<file path="config.mk">
export PLATFORM = sky130hd
export DESIGN_NAME = mon_cmd_parser
export DESIGN_NICKNAME = d
export VERILOG_FILES = /design/src/rtl/mon_cmd_parser_pkg.sv /design/src/rtl/mon_hex_nibble.sv /design/src/rtl/mon_cmd_parser.sv
export SDC_FILE = /design/constraint.sdc
export NUM_CORES = 1
export LEC_CHECK = 0
export CORE_MARGIN = 2
export CORE_UTILIZATION = 50
export DETAILED_ROUTE_END_ITERATION = 10
export PLACE_DENSITY_LB_ADDON = 0.25
export SYNTH_ARGS = -nofsm -noshare
export SYNTH_HDL_FRONTEND = slang
export SYNTH_SLANG_ARGS = --single-unit
</file>
<file path="constraint.sdc">
create_clock -name clk -period 3 [get_ports clk]
set_input_delay 0.6 -clock clk [delete_from_list [all_inputs] [get_ports clk]]
set_output_delay 0.6 -clock clk [all_outputs]
set_load 0.05 [all_outputs]
</file>
<file path="src/rtl/mon_cmd_parser_pkg.sv">
// Shared monitor definitions: ASCII control constants, parser FSM states and
// small character-class helpers.
package mon_cmd_parser_pkg;

   localparam logic [7:0] ASCII_LF  = 8'h0A;
   localparam logic [7:0] ASCII_CR  = 8'h0D;
   localparam logic [7:0] ASCII_ESC = 8'h1B;
   localparam logic [7:0] ASCII_SP  = 8'h20;

   typedef enum logic [2:0] {
      S_IDLE,
      S_READ,
      S_ECHO,
      S_LF,
      S_PARSE,
      S_EXEC
   } parser_state_t;

   function automatic logic is_alpha(input logic [7:0] c);
      return ((c >= 8'h41) && (c <= 8'h5A)) || ((c >= 8'h61) && (c <= 8'h7A));
   endfunction

   // Clearing bit 5 folds a-z onto A-Z; only ever applied to letters.
   function automatic logic [7:0] to_upper(input logic [7:0] c);
      return c & 8'hDF;
   endfunction

endpackage

</file>
<file path="src/rtl/mon_hex_nibble.sv">
// Combinational ASCII hex digit decoder: flags 0-9/a-f/A-F and returns the
// 4-bit value of the digit.
module mon_hex_nibble (
   input  logic [7:0] ch,
   output logic       is_hex,
   output logic [3:0] nibble
);

   always_comb begin
      is_hex = 1'b0;
      nibble = '0;
      if ((ch >= 8'h30) && (ch <= 8'h39)) begin
         is_hex = 1'b1;
         nibble = ch[3:0];
      end else if (((ch >= 8'h41) && (ch <= 8'h46)) || ((ch >= 8'h61) && (ch <= 8'h66))) begin
         is_hex = 1'b1;
         nibble = ch[3:0] + 4'd9;
      end
   end

endmodule

</file>
<file path="src/rtl/mon_cmd_parser.sv">
// Monitor command-line front end: drains the UART rx FIFO, echoes to tx and
// parses "<C> [hex0] [hex1]<CR>" into a held command for the monitor core.
module mon_cmd_parser
   import mon_cmd_parser_pkg::*;
#(
   parameter int unsigned ECHO_EN = 1,
   parameter int unsigned ARG_W   = 32
) (
   input  logic             clk,
   input  logic             rst_n,
   input  logic             rx_fifo_dvalid,
   input  logic [7:0]       rx_rdata,
   output logic             rx_rden,
   input  logic             tx_fifo_full,
   output logic [7:0]       tx_wdata,
   output logic             tx_wten,
   output logic             cmd_valid,
   input  logic             cmd_ready,
   output logic [7:0]       cmd_code,
   output logic [1:0]       cmd_argc,
   output logic [ARG_W-1:0] cmd_arg0,
   output logic [ARG_W-1:0] cmd_arg1,
   output logic             parse_err
);

   parser_state_t state, state_nxt;

   logic [7:0]       ch;
   logic [7:0]       code;
   logic [1:0]       argc;
   logic [ARG_W-1:0] arg0, arg1;
   logic             field_open;
   logic             err;

   logic             ch_is_hex;
   logic [3:0]       ch_nibble;
   logic             line_clr;
   logic             sel_arg1;

   mon_hex_nibble u_hex (
      .ch     (ch),
      .is_hex (ch_is_hex),
      .nibble (ch_nibble)
   );

   always_ff @(posedge clk or negedge rst_n) begin
      if (!rst_n) begin
         state <= S_IDLE;
         ch    <= '0;
      end else begin
         state <= state_nxt;
         if (state == S_READ)
            ch <= rx_rdata;
      end
   end

   always_comb begin
      state_nxt = state;
      rx_rden   = 1'b0;
      tx_wten   = 1'b0;
      tx_wdata  = '0;
      cmd_valid = 1'b0;
      parse_err = 1'b0;
      case (state)
         S_IDLE: begin
            if (rx_fifo_dvalid)
               state_nxt = S_READ;
         end
         S_READ: begin
            rx_rden   = 1'b1;
            state_nxt = S_ECHO;
         end
         S_ECHO: begin
            if (ECHO_EN == 0) begin
               state_nxt = S_PARSE;
            end else if (!tx_fifo_full) begin
               tx_wten   = 1'b1;
               tx_wdata  = ch;
               state_nxt = (ch == ASCII_CR) ? S_LF : S_PARSE;
            end
         end
         S_LF: begin
            if (!tx_fifo_full) begin
               tx_wten   = 1'b1;
               tx_wdata  = ASCII_LF;
               state_nxt = S_PARSE;
            end
         end
         S_PARSE: begin
            state_nxt = S_IDLE;
            if (ch == ASCII_CR) begin
               if (err)
                  parse_err = 1'b1;
               else if (code != '0)
                  state_nxt = S_EXEC;
            end
         end
         S_EXEC: begin
            cmd_valid = 1'b1;
            if (cmd_ready)
               state_nxt = S_IDLE;
         end
         default: state_nxt = S_IDLE;
      endcase
   end

   // Line state is wiped on abort, on a CR that issues nothing, and on handoff.
   assign line_clr = ((state == S_PARSE) &&
                      ((ch == ASCII_ESC) || ((ch == ASCII_CR) && (err || (code == '0))))) ||
                     ((state == S_EXEC) && cmd_ready);

   // Digit lands in the open field, or in the field about to be opened.
   assign sel_arg1 = field_open ? (argc == 2'd2) : (argc == 2'd1);

   always_ff @(posedge clk or negedge rst_n) begin
      if (!rst_n) begin
         code       <= '0;
         argc       <= '0;
         arg0       <= '0;
         arg1       <= '0;
         field_open <= 1'b0;
         err        <= 1'b0;
      end else if (line_clr) begin
         code       <= '0;
         argc       <= '0;
         arg0       <= '0;
         arg1       <= '0;
         field_open <= 1'b0;
         err        <= 1'b0;
      end else if (state == S_PARSE) begin
         if (ch == ASCII_SP) begin
            field_open <= 1'b0;
         end else if (ch == ASCII_LF || ch == ASCII_CR) begin
            // LF ignored; CR with a command is held until handoff
         end else if ((code == '0) && is_alpha(ch)) begin
            code <= to_upper(ch);
         end else if ((code != '0) && ch_is_hex) begin
            if (!field_open && (argc == 2'd2)) begin
               err <= 1'b1;
            end else begin
               if (!field_open) begin
                  argc       <= argc + 2'd1;
                  field_open <= 1'b1;
               end
               if (sel_arg1)
                  arg1 <= {arg1[ARG_W-5:0], ch_nibble};
               else
                  arg0 <= {arg0[ARG_W-5:0], ch_nibble};
            end
         end else begin
            err <= 1'b1;
         end
      end
   end

   assign cmd_code = code;
   assign cmd_argc = argc;
   assign cmd_arg0 = arg0;
   assign cmd_arg1 = arg1;

endmodule

</file>
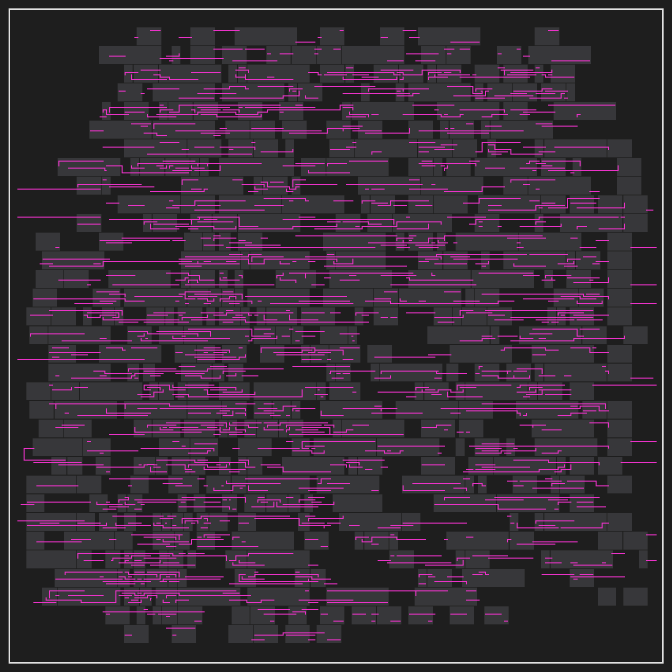
**Above:** run 1 (the metal 1 layer).
longest straight run = 21.6 um
share of all routed wire = 46%

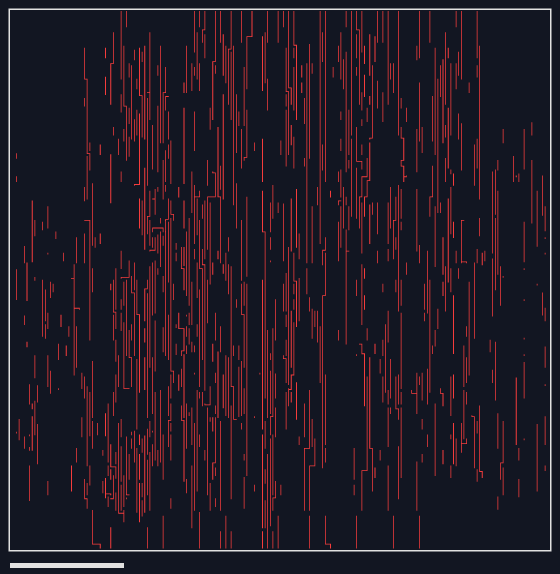
**Above:** run 1 (the metal 2 layer).
The bar under the picture is 20 um long.
main direction = vertical
wire length on this layer = 4380 um
longest straight run = 40.8 um
nets with wire on the layer = 417

==> flow_summary.json, run 1 <==
{
  "layout.cells.non_filler": 571,
  "timing.rr.start": "ch[0]",
  "fin_area_mm2": 0.00542,
  "drtPass1Iterations": 4,
  "num_vias": 3095,
  "comb_share_pct": 33.2,
  "top_area_share_pct": 52.0,
  "setup_violations": 0,
  "setup_crit_start_kind": "register",
  "drc_errors": 0,
  "fin_skew_ns": 0.0126,
  "routed-wl-met3_um": 347,
  "met2_wl_post_dr_mm": 4.38,
  "outcome": "finished, final reports clean",
  "wl_met1_mm": 4.19,
  "synth-xor-area-share_pct": 0.424,
  "met2_usage_in_global_routing_pct": 32.0,
  "holdBufCountCts": 0,
  "buffers": 105,
  "clock_buffer_count": 10,
  "synth-seq-area-share_pct": 52.0,
  "yosys_register_bits": 86,
  "critical_path.n_buffers_inverters": 1,
  "grtUsageMet3_pct": 3.83,
  "mappedNetlistArea_mm2": 0.00414,
  "slew_at_the_pin_closest_to_its_max_slew_limit_ns": 0.681,
  "cts_tree": "built",
  "postRouteAntennaNets": 0,
  "synth-cells-yosys": 366,
  "fp_util_pct": 50.8
}
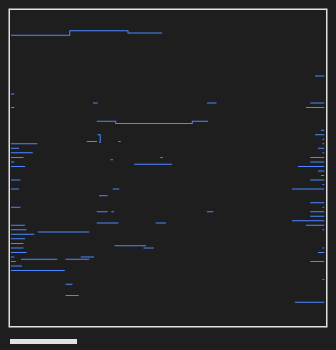
**Above:** run 1 (met3 routing).
The bar under the picture is 20 um long.
share of all routed wire = 3.8%
main direction = horizontal
wire length on this layer = 348 um
nets with wire on the layer = 67
longest straight run = 23.0 um

==> run 2, diff against run 1 <==
--- a/config.mk
+++ b/config.mk
@@ -6,9 +6,11 @@
 export NUM_CORES = 1
 export LEC_CHECK = 0
 export CORE_MARGIN = 2
-export CORE_UTILIZATION = 50
+export CORE_UTILIZATION = 44
 export DETAILED_ROUTE_END_ITERATION = 10
 export PLACE_DENSITY_LB_ADDON = 0.25
+export SLEW_MARGIN = 40
 export SYNTH_ARGS = -nofsm -noshare
 export SYNTH_HDL_FRONTEND = slang
+export SYNTH_HIERARCHICAL = 1
 export SYNTH_SLANG_ARGS = --single-unit
==> constraint.sdc (replaced) <==
create_clock -name clk -period 2.35 [get_ports clk]
set_input_delay 0.47 -clock clk [delete_from_list [all_inputs] [get_ports clk]]
set_output_delay 0.47 -clock clk [all_outputs]
set_load 0.05 [all_outputs]
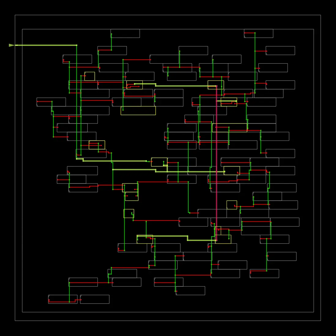
**Above:** run 2 (clock routing).
final clock skew: 0.0136 ns
number of clock buffers in the layout: 9
FF+latch count: 86
clk latency late pin: 0.37 ns

==> run 2 against run 1 <==
Net effect:
- the run now ends with negative setup slack left
- register-to-register slack lost 0.68 ns
- synthesized cell count shrank 18%
- final cell count down 4.6%
- non-clock buffer count up 37
- via count up 0.36%
- worst setup slack lost 0.68 ns
- sequential cell count unchanged
- first-iteration DRC count is 81% higher
- clock-buffer cell count fell by 1
==> flow_summary.json, run 2 <==
{
  "buffers": 142,
  "synth-cells-yosys": 299,
  "seqCellArea_mm2": 0.00216,
  "routed-wl-met3_um": 621,
  "cts_tree": "built",
  "fin_area_mm2": 0.00566,
  "postRouteAntennaNets": 0,
  "top_area_share_pct": 56.6,
  "synth-seq-area-share_pct": 56.6,
  "drtPass1Iterations": 5,
  "layout.cells.most_common_list": "84 x sky130_fd_sc_hd__clkdlybuf4s50_1, 83 x sky130_fd_sc_hd__dfrtp_1, 70 x sky130_fd_sc_hd__a22o_1",
  "tapcell.inserted": 105,
  "area.growth.synth_to_final_pct": 48.8,
  "slew_at_the_pin_closest_to_its_max_slew_limit_ns": 0.810,
  "synth.distinct_cells": 50,
  "drc_errors": 0,
  "min-delay-path-class": "in -> async",
  "grtUsageMet3_pct": 6.36,
  "met2_wl_post_dr_mm": 5.22,
  "mappedNetlistArea_mm2": 0.00380,
  "synth-xor-area-share_pct": 0.230,
  "wl_met1_mm": 4.19,
  "comb_share_pct": 28.4,
  "timing.rr.start": "ch[7]",
  "met2_usage_in_global_routing_pct": 36.0,
  "setup_violations": 68,
  "num_vias": 3106,
  "route.detailed.wl_per_inst_um": 18.5,
  "yosys_register_bits": 86,
  "die_h_um": 97.0,
  "failed_checks": "negative setup slack",
  "synthesis.area_per_instance_um2": 12.7,
  "critical_path.n_buffers_inverters": 2,
  "outcome": "complete, but fails checks",
  "fp_util_pct": 45.8,
  "place_ws_ns": -0.417,
  "n_fill_cell": 597,
  "post-route-worst-setup-slack_ns": -0.409,
  "mi_logic_area_mm2": 0.00161,
  "clock_path_buffers": 2,
  "setup_crit_start_kind": "register"
}
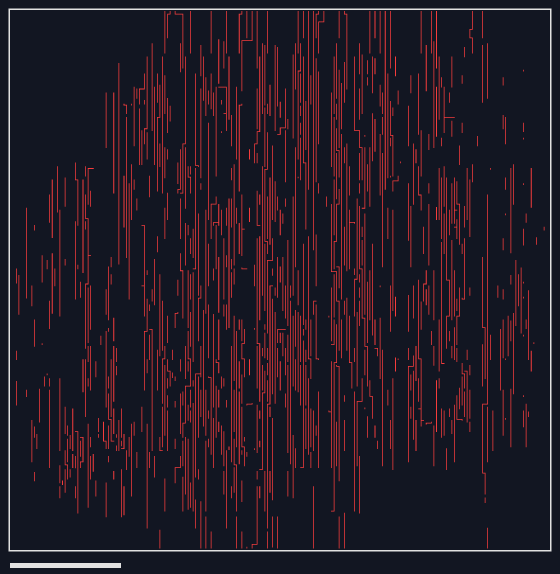
**Above:** run 2 (the metal 2 layer).
The bar under the picture is 20 um long.
nets with wire on the layer = 424
main direction = vertical
wire length on this layer = 5220 um
share of all routed wire = 52%
longest straight run = 42.8 um

==> run 3, diff against run 2 <==
--- a/config.mk
+++ b/config.mk
@@ -14,3 +14,4 @@
 export SYNTH_HDL_FRONTEND = slang
 export SYNTH_HIERARCHICAL = 1
 export SYNTH_SLANG_ARGS = --single-unit
+export TNS_END_PERCENT = 10
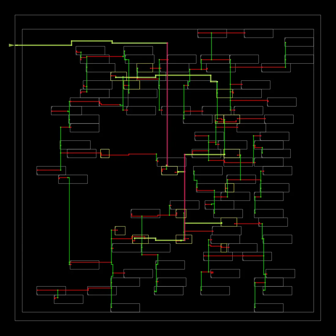
**Above:** run 3 (clock routing).
number of clock buffers in the layout: 10
clk latency late pin: 0.35 ns
Num Clock Sinks: 86

==> run 3 against run 2 <==
Net effect:
- the flow still finishes with violations (negative setup slack)
- die area unchanged
- first-iteration DRC count decreased by 37%
- clock-buffer cell count increased by 1
- worst setup slack improved by 0.063 ns
- critical path depth unchanged
- area after synthesis unchanged
- non-clock buffer count decreased by 7
- sequential cell count unchanged
- register-to-register slack improved by 0.06 ns
==> flow_summary.json, run 3 <==
{
  "outcome": "complete, but fails checks",
  "failed_checks": "negative setup slack",
  "holdBufCountCts": 0,
  "place_ws_ns": -0.428,
  "setup_crit_start_kind": "register",
  "setup_violations": 66,
  "yosys_register_bits": 86,
  "layout.cells.non_filler": 535,
  "drc_errors": 0,
  "clock_path_buffers": 2,
  "die_h_um": 97.0,
  "synthesis.area_per_instance_um2": 12.7,
  "post-route-worst-setup-slack_ns": -0.346,
  "area.growth.synth_to_final_pct": 43.8,
  "route.detailed.wl_per_inst_um": 16.8,
  "synth-cells-yosys": 299,
  "met2_usage_in_global_routing_pct": 31.4,
  "n_fill_cell": 643,
  "synth.distinct_cells": 50,
  "synth-xor-area-share_pct": 0.230,
  "grtUsageMet3_pct": 4.77,
  "postRouteAntennaNets": 0
}
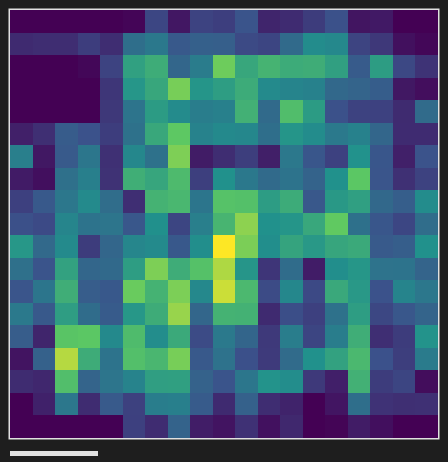
**Above:** run 3 (wiring heat map).
The bar under the picture is 20 um long. 19 x 19 tiles, from dark purple (low) to yellow (high), scaled to the fullest tile. Values are wire area over tile area, all layers added.
fullest tile = 0.44
mean over tiles = 0.15
nearly empty tiles = 8.9%

